===== src/rtl/core_control_unit.sv =====
// Multi-cycle fetch/decode/execute sequencer for the 8-bit ProtoCore datapath.
// Owns the PC, instruction register, latched ALU flags and the data-RAM handshake.
module core_control_unit #(
    parameter int PC_WIDTH    = 8,
    parameter int MEM_TIMEOUT = 15
) (
    input  logic                clk,
    input  logic                rst,
    output logic [PC_WIDTH-1:0] imem_addr,
    input  logic [15:0]         imem_data,
    output logic                mem_req,
    output logic                mem_we,
    output logic [7:0]          mem_addr,
    output logic [7:0]          mem_wdata,
    input  logic                mem_ready,
    input  logic [7:0]          read_a,
    input  logic [7:0]          read_b,
    input  logic                alu_zero,
    input  logic                alu_carry,
    output logic                write_alu,
    output logic                write_en,
    output logic                is_load,
    output logic                alu_imm_flag,
    output logic [2:0]          alu_opcode,
    output logic [3:0]          write_addr,
    output logic [3:0]          ra_addr,
    output logic [3:0]          rb_addr,
    output logic [7:0]          imm_data,
    output logic                zero_flag,
    output logic                carry_flag,
    output logic                halted,
    output logic                mem_error
);

    typedef enum logic [2:0] {
        S_FETCH  = 3'd0,
        S_DECODE = 3'd1,
        S_EXEC   = 3'd2,
        S_MEM    = 3'd3,
        S_HALT   = 3'd4
    } state_t;

    localparam int WAIT_W = (MEM_TIMEOUT > 1) ? $clog2(MEM_TIMEOUT + 1) : 1;

    state_t              state_q, state_d;
    logic [PC_WIDTH-1:0] pc_q, pc_d;
    logic [15:0]         ir_q, ir_d;
    logic                zero_q, zero_d;
    logic                carry_q, carry_d;
    logic                mem_error_q, mem_error_d;
    logic [WAIT_W-1:0]   wait_q, wait_d;

    logic [3:0]          op;
    logic                is_alu_op, is_addi, is_ldi, is_ld, is_st;
    logic                is_jmp, is_bz, is_bc, is_halt;
    logic                branch_taken;
    logic                timeout_hit;
    logic [PC_WIDTH-1:0] pc_inc;
    logic [PC_WIDTH-1:0] branch_target;

    assign op        = ir_q[15:12];
    assign is_alu_op = (op[3] == 1'b0);
    assign is_addi   = (op == 4'h8);
    assign is_ldi    = (op == 4'h9);
    assign is_ld     = (op == 4'hA);
    assign is_st     = (op == 4'hB);
    assign is_jmp    = (op == 4'hC);
    assign is_bz     = (op == 4'hD);
    assign is_bc     = (op == 4'hE);
    assign is_halt   = (op == 4'hF);

    assign branch_taken  = is_jmp | (is_bz & zero_q) | (is_bc & carry_q);
    assign pc_inc        = pc_q + 1'b1;
    assign branch_target = PC_WIDTH'(ir_q[7:0]);

    // A timeout of zero means the core waits on the RAM forever.
    generate
        if (MEM_TIMEOUT == 0) begin : g_no_timeout
            assign timeout_hit = 1'b0;
        end else begin : g_timeout
            assign timeout_hit = (wait_q == WAIT_W'(MEM_TIMEOUT - 1));
        end
    endgenerate

    always_comb begin
        state_d     = state_q;
        pc_d        = pc_q;
        ir_d        = ir_q;
        zero_d      = zero_q;
        carry_d     = carry_q;
        mem_error_d = mem_error_q;
        wait_d      = wait_q;
        write_en    = 1'b0;
        write_alu   = 1'b0;
        is_load     = 1'b0;
        mem_req     = 1'b0;
        mem_we      = 1'b0;

        case (state_q)
            S_FETCH: begin
                state_d = S_DECODE;
            end
            S_DECODE: begin
                ir_d    = imem_data;
                state_d = S_EXEC;
            end
            S_EXEC: begin
                wait_d = '0;
                if (is_alu_op || is_addi || is_ldi) begin
                    write_en  = 1'b1;
                    write_alu = ~is_ldi;
                    pc_d      = pc_inc;
                    state_d   = S_FETCH;
                    if (!is_ldi) begin
                        zero_d  = alu_zero;
                        carry_d = alu_carry;
                    end
                end else if (is_ld || is_st) begin
                    state_d = S_MEM;
                end else if (is_halt) begin
                    state_d = S_HALT;
                end else begin
                    pc_d    = branch_taken ? branch_target : pc_inc;
                    state_d = S_FETCH;
                end
            end
            S_MEM: begin
                mem_req = 1'b1;
                mem_we  = is_st;
                if (mem_ready) begin
                    // Load data is on ram_data this very cycle, so the write fires now.
                    write_en = is_ld;
                    is_load  = is_ld;
                    pc_d     = pc_inc;
                    wait_d   = '0;
                    state_d  = S_FETCH;
                end else if (timeout_hit) begin
                    mem_error_d = 1'b1;
                    state_d     = S_HALT;
                end else if (MEM_TIMEOUT != 0) begin
                    wait_d = wait_q + 1'b1;
                end
            end
            S_HALT: begin
                state_d = S_HALT;
            end
            default: begin
                state_d = S_FETCH;
            end
        endcase
    end

    always_ff @(posedge clk) begin
        if (rst) begin
            state_q     <= S_FETCH;
            pc_q        <= '0;
            ir_q        <= '0;
            zero_q      <= 1'b0;
            carry_q     <= 1'b0;
            mem_error_q <= 1'b0;
            wait_q      <= '0;
        end else begin
            state_q     <= state_d;
            pc_q        <= pc_d;
            ir_q        <= ir_d;
            zero_q      <= zero_d;
            carry_q     <= carry_d;
            mem_error_q <= mem_error_d;
            wait_q      <= wait_d;
        end
    end

    // ADDI reads its own destination as the A operand.
    assign ra_addr      = is_addi ? ir_q[11:8] : ir_q[7:4];
    assign rb_addr      = ir_q[3:0];
    assign write_addr   = ir_q[11:8];
    assign imm_data     = ir_q[7:0];
    assign alu_opcode   = ir_q[14:12];
    assign alu_imm_flag = is_addi;

    assign imem_addr  = pc_q;
    assign mem_addr   = read_a;
    assign mem_wdata  = read_b;
    assign zero_flag  = zero_q;
    assign carry_flag = carry_q;
    assign halted     = (state_q == S_HALT);
    assign mem_error  = mem_error_q;

endmodule


===== config.mk =====
export PLATFORM = sky130hd
export DESIGN_NAME = core_control_unit
export DESIGN_NICKNAME = d
export VERILOG_FILES = /design/src/rtl/core_control_unit.sv
export SDC_FILE = /design/constraint.sdc
export NUM_CORES = 1
export LEC_CHECK = 0
export CORE_MARGIN = 10
export CORE_UTILIZATION = 40
export DETAILED_ROUTE_END_ITERATION = 10
export PLACE_DENSITY = 0.78
export RECOVER_POWER = 25
export SYNTH_ARGS = -nofsm -noshare
export SYNTH_HDL_FRONTEND = slang
export SYNTH_SLANG_ARGS = --single-unit

===== constraint.sdc =====
create_clock -name clk -period 3.06 [get_ports clk]
set_input_delay 0.612 -clock clk [delete_from_list [all_inputs] [get_ports clk]]
set_output_delay 0.612 -clock clk [all_outputs]
set_load 0.005 [all_outputs]

Figure 1. Cell density map (run 1).
The bar under the picture is 20 um long. The die is cut into 9 by 9 equal tiles; dark blue is low, red is high, 0 to 100% covered.
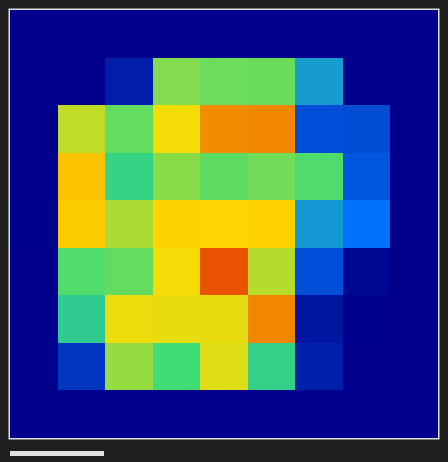
tiles over 75% full: 11%
nearly empty tiles: 46%
emptiest ninth of the die: south-east
final core occ: 52.1%
Core Region: 4820 um^2
fp_density: 42.2%

Figure 2. Placement by cell class (run 1).
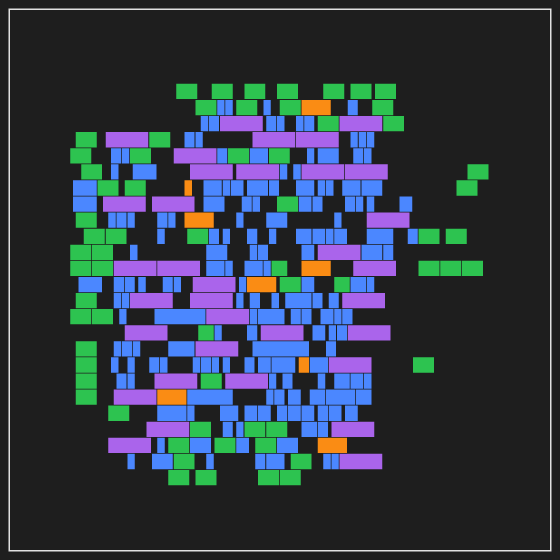
[sequential cells] purple | cells: 34
[combinational and other logic] blue | cells: 169
[remaining buffers and delay cells] green | cells: 64
[clock drivers and dummy loads] orange | cells: 8
# rows: 25
flop share of the area: 27.1%
final instance area: 2510 um^2

Figure 3. Signal metal coverage by tile (run 1).
The bar under the picture is 20 um long. The die is cut into 18 by 18 equal tiles; dark blue is low, red is high, scaled to the fullest tile. Values are wire area over tile area, all layers added.
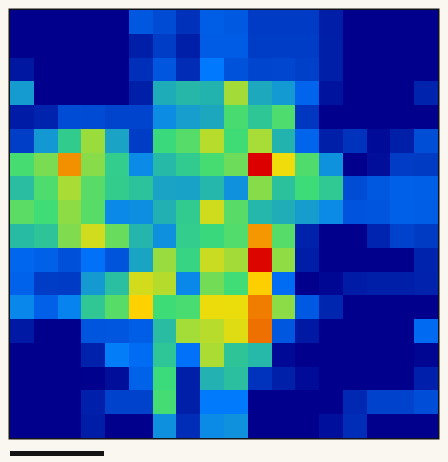
densest ninth of the die: center
nearly empty tiles: 29%
fullest tile: 0.43
emptiest ninth of the die: south-east
vias post-DR: 1696
GRT Overall Usage: 11.9%
Total Routed Length: 5050 um
drt wl/cell: 14.8 um

Figure 4. Routing congestion (run 1).
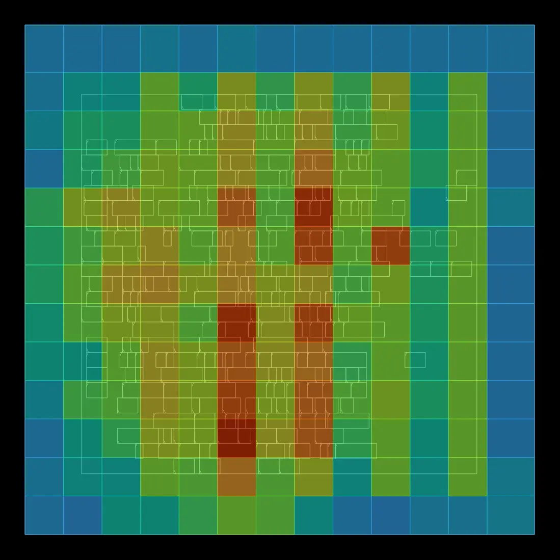
Most Used Layer, Global Route: met2
met1 Track Usage GR: 13.3%

==> changes_impl.md, run 1 <==
## Implementation

* Vias in the first global route at 1635
* R2r endpoint: ir_q[10]$_SDFFE_PP0P_
* Max transition margin at 59.6%
* Dominant synthesized flop cell: dfxtp_1
* Number of enable flip-flop cells at 0
* Syn_nets at 289
* Tool warnings at 27
* Crit. End Element: primary output
* Hold/Removal Path Class: flop to flop
* Antenna violations before repair at 0
* Fin. max-slew vios at 0
* Post-CTS setup buffer count at 0
* DRC violations left at 0
* CTS tree: built
* Synth Area per Inst at 8.17 um^2
* Mapped Cells at 249
* IO Count at 94
* Total gr overflow at 0
* Crit path from: mem_ready
* CP startpoint kind: input pin
* Clk pin slew, worst setup/hold paths at 0.07 ns
* Distinct cells, synth at 41
* Antenna-violating nets left at 0
* Chip Area, Yosys at 2030 um^2
* Post-synth ARST share at 0%
* Outcome: finished, final reports clean
* Final setup TNS at 0 ns
* Die Ht at 91.3 um
* Routability congestion estimate at 0.832
* Slew @ Worst Pin at 0.604 ns
* Reg2reg start: state_q[0]$_SDFFE_PP0P_
* Synth top area share at 33.5%
* Die W at 91.3 um
* Max-Cap Viols at 0
* Largest area contributor in the netlist: dfxtp_1
* Worst path slowest cell: dlygate4sd3_1
* Lkg Pwr at 0.943 nW
* Delay of the slowest critical-path stage at 0.58 ns
* Buffers and inverters on the worst path at 2
* Final worst path period share at 87.5%
* Final setup viols at 0
* CP Class: input pin to primary output
* Crit path DAT at 2.07 ns
* CP max FO at 4
* Min cycle time layout at 2.68 ns
* Port-buffer cells at 61
* Fmax at 373 MHz
* Dpl hpwl at 3870 um
* Share of layout cells above drive strength 1 at 8.73%
* ANT cells at 0
* Yosys warnings at 0
* Synth cell count leaders: buf_4, nand2_1, dfxtp_1, a21oi_1, nor2_1
* Crit path depth at 3
* DR pass1 iterations at 4
* Cell family with most CP delay: buffers and inverters
* Syn-to-layout area delta at 23.3%
* Post-Syn Area at 2030 um^2
* Clk_lat worst skew at 0.29 ns
* Via density at 4.96
* Die ar. at 8330 um^2
* Drt initial violations at 132
* CP Capture Point: is_load
* Req. time, crit path at 2.45 ns
* Flop-to-flop setup slack at 1.30 ns
* Fin. Hold Viols at 0
## run 1: layout make-up
| cell class | instances | area, um^2 | share of cell area, % |
|---|---|---|---|
| clock buffer | 7 | 86.3 | 3.44 |
| tap | 67 | 83.8 | 3.34 |
| multi-input combinational | 158 | 977 | 39.0 |
| inverter | 11 | 41.3 | 1.65 |
| sequential | 34 | 681 | 27.1 |
| clock inverter | 1 | 5.00 | 0.200 |
| timing repair buffer | 64 | 633 | 25.2 |
## run 1: power breakdown
group / total [W] / switching, W / internal, W / leakage, nW
registers: 0.000538 / 0.0000584 / 0.000480 / 0.276
logic: 0.000311 / 0.000138 / 0.000173 / 0.618
clock network: 0.000342 / 0.000161 / 0.000181 / 0.0482
## run 1: layout by cell type (no fill, tap or decap), drive strengths merged, types with 2 or more instances in the layout
cell,instances
clkdlybuf4s50,59
nand2,38
dfxtp,34
a21oi,30
nor2,20
inv,11
mux2i,9
clkbuf,7
nand2b,5
and3,5
nand3,5
o32ai,5
mux2,4
o21ai,4
nor3,4
a31oi,3
ha,3
buf,3
nor2b,3
or3,2
or2,2
nand3b,2
dlygate4sd3,2
## run 1: logic make-up (layout without fill, tap and decap cells)
kind of cell             count (synthesis)  in the layout  share of synthesized area, %
multiplexers                            13             13                          6.65
adder cells (fa/ha/maj)                  3              3                          1.85
flip-flops                              34             34                          33.5
buffers and inverters                   57             83                          18.3
AND-OR/OR-AND                           50             50                          15.9
AND/OR/NAND/NOR                         92             92                          23.8
## run 1: worst min path at each step
| stage | from | endpoint | slack, ns | cells past startpoint |
|---|---|---|---|---|
| CTS | ir_q[9]$_SDFFE_PP0P_ | ir_q[9]$_SDFFE_PP0P_ | 0.47 | 2 |
| floorplan | ir_q[10]$_SDFFE_PP0P_ | ir_q[10]$_SDFFE_PP0P_ | 0.45 | 2 |
| finish | ir_q[9]$_SDFFE_PP0P_ | ir_q[9]$_SDFFE_PP0P_ | 0.47 | 2 |
| global placement | mem_error$_SDFFE_PP0P_ | mem_error$_SDFFE_PP0P_ | 0.45 | 2 |
| global route | ir_q[9]$_SDFFE_PP0P_ | ir_q[9]$_SDFFE_PP0P_ | 0.50 | 2 |
| detailed placement | ir_q[9]$_SDFFE_PP0P_ | ir_q[9]$_SDFFE_PP0P_ | 0.46 | 2 |
## run 1: stage by stage
step | utilization, % | total power [W] | setup WS [ns] | hold slack, ns | std cells
after floorplan | - | 0.000758 | 1.25 | 0.446 | 249
after global placement | 50.2 | 0.000858 | 0.512 | 0.452 | 334
after detailed placement | 50.2 | 0.000866 | 0.450 | 0.460 | 334
after CTS | 52.1 | 0.00121 | 0.347 | 0.472 | 342
after global routing | 52.1 | 0.00126 | 0.267 | 0.500 | 342
final | 52.1 | 0.00119 | 0.381 | 0.469 | 342
## run 1: per-layer routing
metal	global-route usage, %	up-vias	routed length [um]
met5	0	-	0
met4	4.83	0	99
met3	5.68	9	436
met2	19.1	52	2410
met1	13.3	774	2100
li1	-	861	-
## run 1: state kept, by name, summed over array words and instances (netlist names)
name        flops
state_q         3
zero_flag       1
imem_addr       8
wait_q          4
mem_error       1
ir_q           16
carry_flag      1
==> run 2: changes to the inputs <==
CORE_MARGIN = default   (was 10)
==> changes_impl.md, run 2 <==
## Implementation

* Outcome: finished, final reports clean
* Drt initial violations at 65
* Syn-to-layout area delta at 23.4%
* Largest area contributor in the netlist: dfxtp_1
* Total gr overflow at 0
* CP Capture Point: ra_addr[0]
* Core Region at 4820 um^2
* Routability congestion estimate at 0.810
* # fillers at 468
* Req. time, crit path at 2.45 ns
* Syn_nets at 289
* Antenna violations before repair at 0
* Met2 Use GR at 26.6%
* Mapped Cells at 249
* DRC violations left at 0
* Min cycle time layout at 2.67 ns
* Clk_lat worst skew at 0.29 ns
* Most Used Layer, Global Route: met2
* Crit path from: ir_q[12]$_SDFFE_PP0P_
* Biggest area cells: dfxtp_1, buf_4, a21oi_1, nand2_1, mux2i_1
* Antenna-violating nets left at 0
* Hold/Removal Path Class: flop to flop
* Crit. End Element: primary output
* Placed insts at 334
* Crit path DAT at 2.06 ns
* Die W at 73.3 um
* CP max FO at 11
* Vias in the first global route at 1487
* Final worst path period share at 87.2%
* Max FFs per register at 16
* Register area at 681 um^2
* ANT cells at 0
* Most flops, register: ir_q
* Lkg Pwr at 0.938 nW
* Die ar. at 5370 um^2
* Vias post-DR at 1682
* Max-Cap Viols at 0
* Most frequently placed logic cell in the final layout: clkdlybuf4s50_1
* Clock Path Buffers at 2
* Max transition margin at 59.7%
* Chip Area, Yosys at 2030 um^2
* Synth top area share at 33.5%
* Final setup viols at 0
* Fin cells at 342
* Fin. max-slew vios at 0
* CTS tree: built
* DR pass1 iterations at 4
* Synth cell count leaders: buf_4, nand2_1, dfxtp_1, a21oi_1, nor2_1
* Share of layout cells above drive strength 1 at 9.09%
* Dpl hpwl at 3140 um
* Tool warnings at 27
* Port-buffer cells at 61
* Fmax at 375 MHz
* Reg2reg start: state_q[0]$_SDFFE_PP0P_
* CP startpoint kind: flop
* Via density at 4.92
* Fp_density at 42.2%
* Synth Area per Inst at 8.17 um^2
* Number of enable flip-flop cells at 0
* Most numerous logic cells after layout: clkdlybuf4s50_1, nand2_1, dfxtp_1
* Dominant synthesized flop cell: dfxtp_1
* Clk pin slew, worst setup/hold paths at 0.07 ns
* Distinct cells, synth at 41
* Slew @ Worst Pin at 0.605 ns
* Fin. Hold Viols at 0
* IO Count at 94
* PnR Total Power at 0.00119 W
* Final setup TNS at 0 ns
* Post-CTS setup buffer count at 0
* # rows at 25
* Die Ht at 73.3 um
* CP Class: flop to primary output
* Post-synth ARST share at 0%
* Flop-to-flop setup slack at 1.30 ns
* Yosys warnings at 0
* Hold_buf cts at 0
* Hold slack at 0.469 ns
* Post-Syn Area at 2030 um^2
* Met1 Track Usage GR at 20.6%
* Largest net degree at the start of global routing at 17
* GRT Overall Usage at 16.6%
* Logic area at 980 um^2
* Total Routed Length at 4300 um
* R2r endpoint: ir_q[14]$_SDFFE_PP0P_
* GR Util met3 at 4.39%
* Drt wl/cell at 12.6 um
==> run 2: per-layer routing <==
metal	share of wire (%)	routed length [um]
met1	47	2010
met2	45	1950
met3	6.1	263
met4	1.7	74
met5	0	0
==> run 2: area by class of cell <==
| type | instances | share of cell area [%] |
|---|---|---|
| multi-input combinational | 158 | 39.0 |
| clock buffer | 6 | 3.29 |
| inverter | 11 | 1.65 |
| clock inverter | 2 | 0.499 |
| timing repair buffer | 64 | 25.1 |
| tap | 67 | 3.34 |
| sequential | 34 | 27.1 |
==> run 2: kinds of logic after synthesis <==
family / Yosys count / share of synthesized area (%)
buffers and inverters: 57 / 18.3
muxes: 13 / 6.65
AOI/OAI and AO/OA: 50 / 15.9
and+or+nand+nor: 92 / 23.8
DFF: 34 / 33.5
adders and majority gates: 3 / 1.85
==> run 2: power breakdown <==
group,internal (W),switching [W]
Combinational,0.000173,0.000133
Clock,0.000181,0.000161
Sequential,0.000480,0.0000594
==> run 2: worst max-delay path, cell delays in order, from the launching register on <==
cell and delay (ns):
dfxtp_1 0.44, nor4b_4 0.50, mux2_2 0.39, clkdlybuf4s50_1 0.45
==> run 2: how the worst min path moves through the flow <==
stage | from | endpoint | slack (ns) | depth (start not counted)
floorplan | ir_q[10]$_SDFFE_PP0P_ | ir_q[10]$_SDFFE_PP0P_ | 0.45 | 2
global placement | mem_error$_SDFFE_PP0P_ | mem_error$_SDFFE_PP0P_ | 0.45 | 2
detailed placement | ir_q[9]$_SDFFE_PP0P_ | ir_q[9]$_SDFFE_PP0P_ | 0.46 | 2
CTS | ir_q[9]$_SDFFE_PP0P_ | ir_q[9]$_SDFFE_PP0P_ | 0.47 | 2
global route | ir_q[9]$_SDFFE_PP0P_ | ir_q[9]$_SDFFE_PP0P_ | 0.49 | 2
finish | ir_q[9]$_SDFFE_PP0P_ | ir_q[9]$_SDFFE_PP0P_ | 0.47 | 2
==> run 2: metrics by stage <==
step                worst slack [ns]  cell area, um^2  util, %
floorplan                       1.25             2030        -
global placement               0.517             2420     50.2
detailed placement             0.457             2420     50.2
CTS                            0.366             2510     52.2
global route                   0.247             2510     52.1
finish                         0.393             2510     52.1
Figure 5. Cell density map (run 2).
The bar under the picture is 20 um long. The die is cut into 7 by 7 equal tiles; dark blue is low, red is high, 0 to 100% covered.
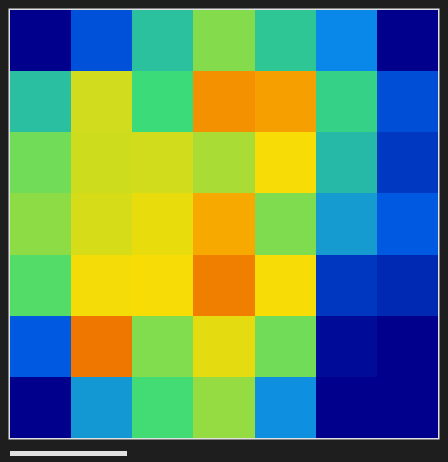
nearly empty tiles: 12%
mean over tiles: 45%
tiles over 75% full: 10%
densest ninth of the die: center
fullest tile: 87%
final core occ: 52.1%

==> run 3: changes to the inputs <==
GPL_TIMING_DRIVEN = 0   (was default)
==> changes_impl.md, run 3 <==
## Implementation

* Outcome: finished, final reports clean
* Met1 Track Usage GR at 23.1%
* Tool warnings at 27
* Post-synth ARST share at 0%
* CP startpoint kind: flop
* Clock Path Buffers at 2
* Hold path depth at 2
* Mapped Cells at 249
* Sequential share of power at 42.1%
* Max-Cap Viols at 0
* Clk_lat worst skew at 0.29 ns
* Synth Area per Inst at 8.17 um^2
* Most flops, register: ir_q
* Pre-CTS setup slack at 0.494 ns
* Syn-to-layout area delta at 45.3%
* Final setup TNS at 0 ns
* Worst r2r path cells at 5
* Antenna-violating nets left at 0
* Slew @ Worst Pin at 0.533 ns
* Final worst slack at 0.401 ns
* Port-buffer cells at 76
* Antenna violations before repair at 0
* ANT cells at 0
* Root buf cell: clkbuf_8
* Fin. max-slew vios at 0
* Die ar. at 5370 um^2
* Fin. Hold Viols at 0
* Biggest area cells: dfxtp_1, buf_4, a21oi_1, nand2_1, mux2i_1
* Lkg Pwr at 1.20 nW
* Reg2reg start: state_q[1]$_SDFFE_PP0P_
* Worst path slowest cell: nor4b_4
* Clk pin slew, worst setup/hold paths at 0.07 ns
* CP max FO at 10
* Via density at 4.88
* R2r endpoint: ir_q[7]$_SDFFE_PP0P_
* Dpl hpwl at 3710 um
* Comb power frac at 32.8%
* Crit path DAT at 2.05 ns
* Vias post-DR at 1949
* Synth top area share at 33.5%
* Critical path, cell by cell: buf_6 -> nor4b_4 -> mux2_2 -> clkdlybuf4s50_1
* Post-CTS setup buffer count at 0
* Hold Path Origin: ir_q[9]$_SDFFE_PP0P_
* Total Routed Length at 4910 um
* Most frequently placed logic cell in the final layout: clkdlybuf4s50_1
* Number of enable flip-flop cells at 0
* Fp_density at 42.2%
* Switching Share at 29.7%
* Routability congestion estimate at 0.825
* Distinct cells, synth at 41
* Post-Syn Area at 2030 um^2
* Fmax at 376 MHz
* CTS tree: built
* IO Count at 94
* Delay of the slowest critical-path stage at 0.45 ns
* Drt initial violations at 108
* DR pass1 iterations at 4
* Vias in the first global route at 1700
* Share of layout cells above drive strength 1 at 18.4%
* Final setup viols at 0
* DRC violations left at 0
* Max transition margin at 64.4%
* # rows at 25
* Most numerous logic cells after layout: clkdlybuf4s50_1, buf_4, nand2_1
* Largest area contributor in the netlist: dfxtp_1
* Yosys cell count at 249
* Core Region at 4820 um^2
* Hold path endpoint: ir_q[9]$_SDFFE_PP0P_
* GR Util met3 at 4.94%
* Cell Int Power at 0.000874 W
* Yosys warnings at 0
* Total gr overflow at 0
* Most Used Layer, Global Route: met2
* Synth cell count leaders: buf_4, nand2_1, dfxtp_1, a21oi_1, nor2_1
* Hold/Removal Path Class: flop to flop
* Final worst path period share at 86.9%
* # fillers at 429
* Req. time, crit path at 2.45 ns
* Crit. End Element: primary output
* Die W at 73.3 um
* Syn_nets at 289
* Largest net degree at the start of global routing at 11
* Die Ht at 73.3 um
## run 3: cell types whose count changed in the layout (fill, tap and decap cells not counted), moves of 5 or more
cell	previous run	this run
buf_4	2	37
clkbuf_1	1	6
clkdlybuf4s50_1	60	68
dlygate4sd3_1	1	8
## run 3: worst max-delay path by stage
stage / startpoint / end / slack (ns) / cells after the start
final: ir_q[12]$_SDFFE_PP0P_ / ra_addr[1] / 0.40 / 4
after global routing: ir_q[13]$_SDFFE_PP0P_ / write_en / 0.24 / 5
after CTS: ir_q[12]$_SDFFE_PP0P_ / ra_addr[1] / 0.39 / 4
after floorplan: ir_q[12]$_SDFFE_PP0P_ / ra_addr[0] / 1.25 / 3
after detailed placement: mem_ready / is_load / 0.49 / 3
after global placement: mem_ready / is_load / 0.48 / 3
## run 3: metrics by stage
stage | instances | total power (W) | util (%) | cell area [um^2] | hold WS [ns]
after floorplan | 249 | 0.000758 | - | 2030 | 0.446
after global placement | 392 | 0.000936 | 59.7 | 2880 | 0.454
after detailed placement | 392 | 0.000944 | 59.7 | 2880 | 0.469
after CTS | 399 | 0.00126 | 61.4 | 2960 | 0.476
after global routing | 399 | 0.00131 | 61.3 | 2950 | 0.497
final | 399 | 0.00124 | 61.3 | 2950 | 0.474
## run 3: metal layers
| metal | wire [um] | up-vias |
|---|---|---|
| li1 | - | 982 |
| met1 | 2180 | 889 |
| met2 | 2350 | 71 |
| met3 | 317 | 7 |
| met4 | 68 | 0 |
| met5 | 0 | - |
## run 3: kinds of logic (layout without fill, tap and decap cells)
logic type / Yosys count / after routing / synth area share (%)
AOI/OAI and AO/OA: 50 / 50 / 15.9
adders and majority gates: 3 / 3 / 1.85
buffers and inverters: 57 / 140 / 18.3
DFF: 34 / 34 / 33.5
muxes: 13 / 13 / 6.65
and+or+nand+nor: 92 / 92 / 23.8
## run 3: worst max-delay path: cells and delay by family, from the launching register on
family	cells	cell delay (ns)
buf+inv	2	0.59
flops	1	0.32
mux	1	0.39
simple gates	1	0.45
## run 3: power groups by stage
stage	logic, W	registers [W]	clock network [W]
3_3_place_gp	0.000404	0.000533	0
6_report	0.000407	0.000524	0.000312
5_1_grt	0.000442	0.000530	0.000341
3_5_place_dp	0.000411	0.000533	0
4_1_cts	0.000414	0.000523	0.000319
2_1_floorplan	0.000235	0.000523	0
## run 3: final cells by class
class	instances	area (um^2)	share of cell area (%)
inverter	11	41.3	1.40
sequential	34	681	23.0
multi-input combinational	158	977	33.1
timing repair buffer	76	761	25.8
clock buffer	5	68.8	2.33
tap	67	83.8	2.84
buffer	46	332	11.2
clock inverter	2	10.0	0.339
Figure 6. Signal metal coverage by tile (run 3).
The bar under the picture is 20 um long. The die is cut into 15 by 15 equal tiles; dark blue is low, red is high, scaled to the fullest tile. Values are wire area over tile area, all layers added.
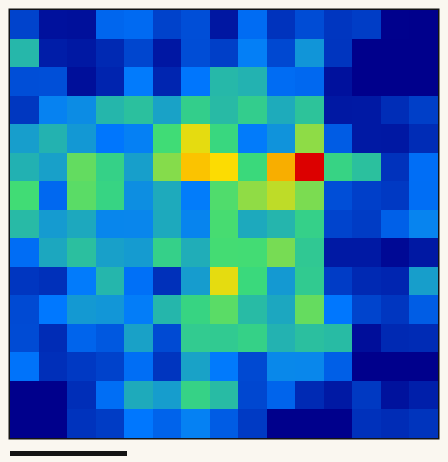
nearly empty tiles: 8.4%
densest ninth of the die: center
emptiest ninth of the die: north-east
GRT Overall Usage: 18.7%
drt wl/cell: 12.3 um


==> screenshots <==
Cells by drive strength.
Plate I
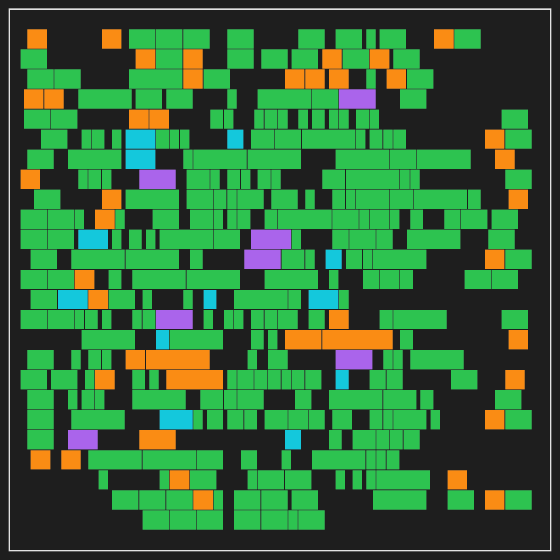
Plate II
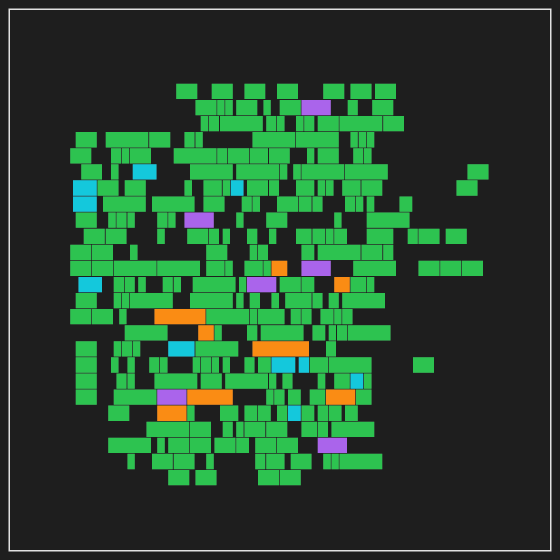
Plate III
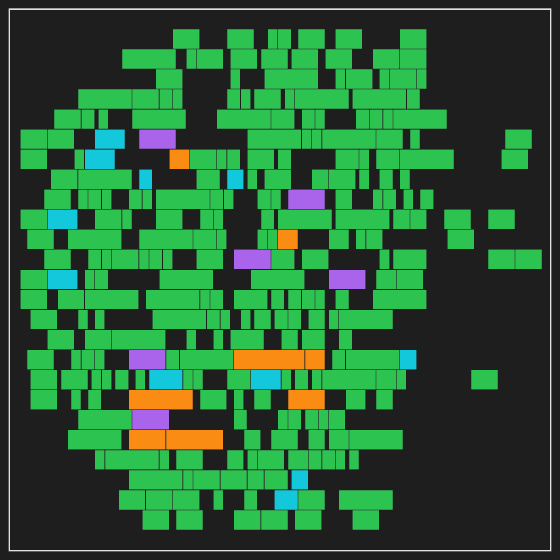
Plate I: run 3
Plate III: run 2
Plate II: run 1
The one with the most cells is Plate I.

Power is estimated from default activity; no workload was simulated.
